==> images/port_trees.png <==
The bar under the picture is 20 um long.
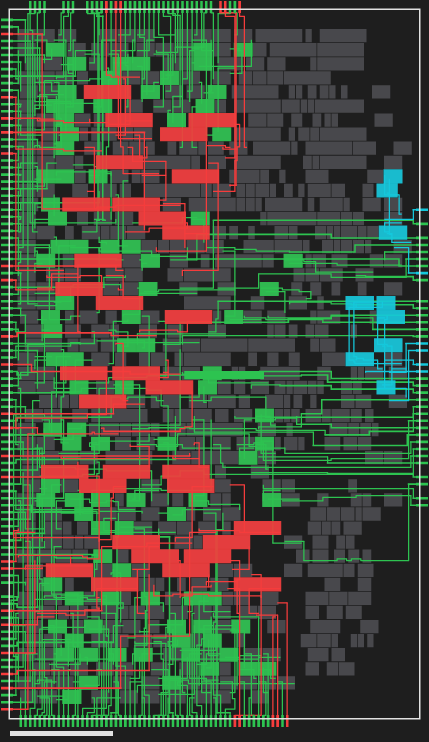
==> images/layers.png <==
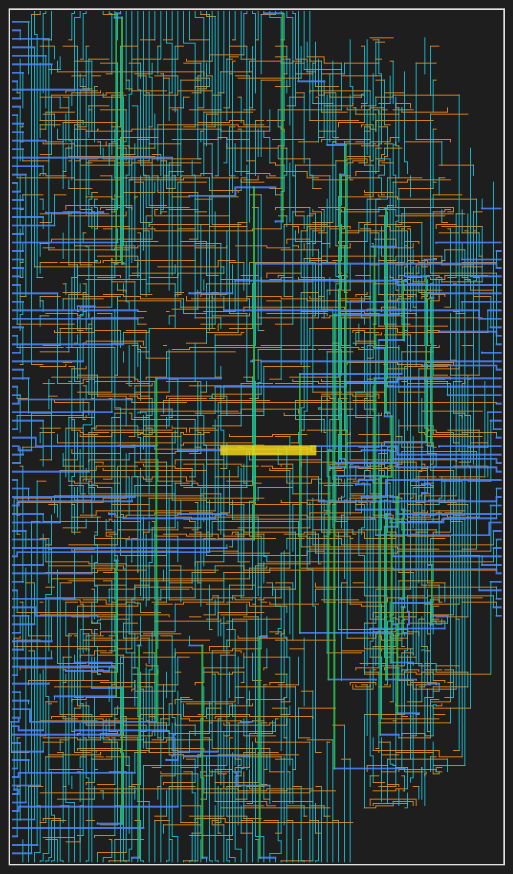
==> images/placed.png <==
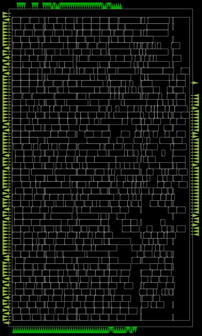
==> images/sizing.png <==
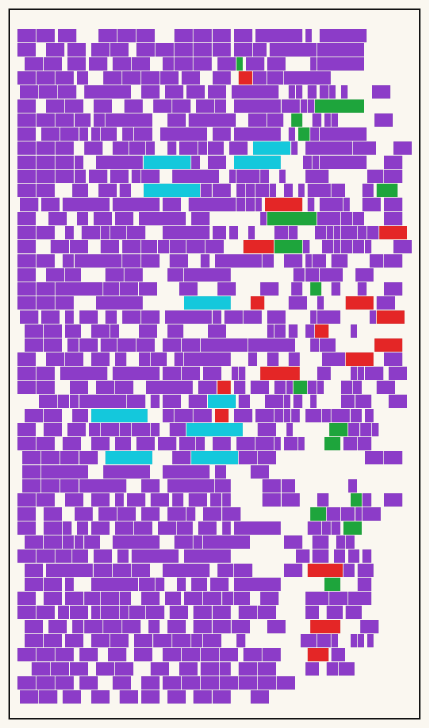
==> images/class_map.png <==
Fill, decap, tap and diode cells in gray.
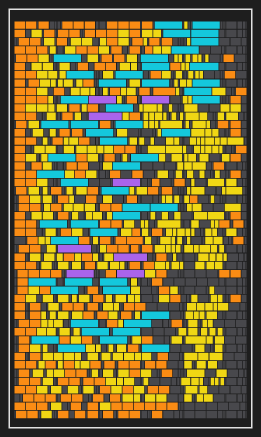
==> config.mk <==
export PLATFORM = sky130hd
export DESIGN_NAME = ram_port_arbiter
export DESIGN_NICKNAME = d
export VERILOG_FILES = /design/src/rtl/dc_router_pkg.sv /design/src/rtl/ram_port_arbiter_rr_pick.sv /design/src/rtl/ram_port_arbiter.sv
export SDC_FILE = /design/constraint.sdc
export NUM_CORES = 1
export LEC_CHECK = 0
export CAP_MARGIN = 20
export CORE_ASPECT_RATIO = 1.75
export CORE_UTILIZATION = 43
export CTS_CLUSTER_DIAMETER = 100
export DETAILED_ROUTE_END_ITERATION = 10
export PLACE_DENSITY = 0.88
export SYNTH_ARGS = -nofsm -noshare
export SYNTH_HDL_FRONTEND = slang
export SYNTH_SLANG_ARGS = --single-unit
==> constraint.sdc <==
create_clock -name clk -period 7.85 [get_ports clk]
set_clock_uncertainty 0.2 [all_clocks]
set_input_delay 1.57 -clock clk [delete_from_list [all_inputs] [get_ports clk]]
set_output_delay 1.57 -clock clk [all_outputs]
set_load 0.005 [all_outputs]
==> metrics.cfg <==
[power_and_ir_drop]
vdd_drop_max_v = 0.000537
p_seq_w = 0.000534
clkPwrFrac_pct = 8.1
powerDensity_nw_per_um2 = 544
comb_power_share_pct = 78.2
leakage_nw = 2.97
sw_frac_of_total_pct = 47.7
powerComb_w = 0.00305
top_power_group = combinational logic
p_total_w = 0.00390

[synth]
synth_seq_share_pct = 29.2
top_cells_by_count = mux2i_1, dfrtp_1, o22a_1, o22ai_1, nand2_1
netlist_area_um2 = 4470
simple_gate_share_pct = 11.7
yosysWarningCount = 0
synthCells = 476
synth_top_cell_by_area = dfrtp_1
mux_share_pct = 24.8
synthDistinctLibCells = 65
adder_share_pct = 3.08

[layout]
seq_area_um2 = 1300
n_clock_buffer = 5
largest_reg_flops = 32
comb_share_pct = 40.8
final_nets = 912
insertedDiodeCount = 0

[global_routing]
grtUsageMet3_pct = 10.1
overflow = 0
grt_pass1_wl_um = 28000

[sta]
fin_crit_sh_pct = 65.7
worst_pin_slew_ns = 0.700
setup_ws_ns = 2.69
slew_viol_final = 0
slew_headroom_pct = 53.3
hold_ws_ns = 0.293
setup_viol = 0
period_minus_slack_ns = 5.16

[drt]
top_layer_used = met5
ant_nets = 0
drc = 0
wl_met2_um = 9580
wl_met3_um = 1620

[clock_tree]
cts-resized-gates = 0
cts_tree = yes
hold_buffers = 0
cts_made_buffers = 5

[min_path]
worstHoldPathType = reg2reg

[worst_setup_path]
cp_data_arrival_time_ns = 5.14
end_kind = flip-flop

[placed_design]
placedCellCount = 814

[status]
status = finished, final reports clean

[floorplan]
die-area_um2 = 10800
fp_util_pct = 44.8

Back to the opening pictures, port_trees.png:
red -> addr  # bits 32, direction output, end cells 32, buffers 32, wire 1,620 um
cyan -> req  # bits 6, direction input, end cells 9, buffers 6, wire 192 um
green -> req_addr  # bits 192, direction input, end cells 96, buffers 192, wire 5,680 um
I/O pins: 247
port bufs: 246

Back to the opening pictures, layers.png:
yellow -> M5  # wire length 13.8 um
cyan -> M2  # wire length 9,580 um
blue -> M3  # wire length 1,620 um
green -> M4  # wire length 901 um
orange -> M1  # wire length 6,520 um
Post-Route WL: 18,600 um
gr usage total: 34.8%
vias: 4,885
per-cell routed wire length: 22.6 um

Back to the opening pictures, placed.png:
Core Rows: 48
tap cells: 125
Core Util, Final: 71.8%
final cell count without fillers: 824
flop share of the area: 18.2%

Back to the opening pictures, sizing.png:
red -> x3 and x4  # cells 16
purple -> x1 and smaller  # cells 658, most used clkdlybuf4s50_1
green -> x2  # cells 15
cyan -> x6 and larger  # cells 10, most used clkbuf_16
final non-filler cell area: 7160 um^2
number of non-clock buffers: 253
Synth-to-Final Area Change: 60.2%

Back to the opening pictures, class_map.png:
yellow -> remaining logic cells  # cells 386
purple -> clock drivers and dummy loads  # cells 8
orange -> remaining buffers and delay cells  # cells 253
cyan -> registers  # cells 52
Core Region: 9970 um^2

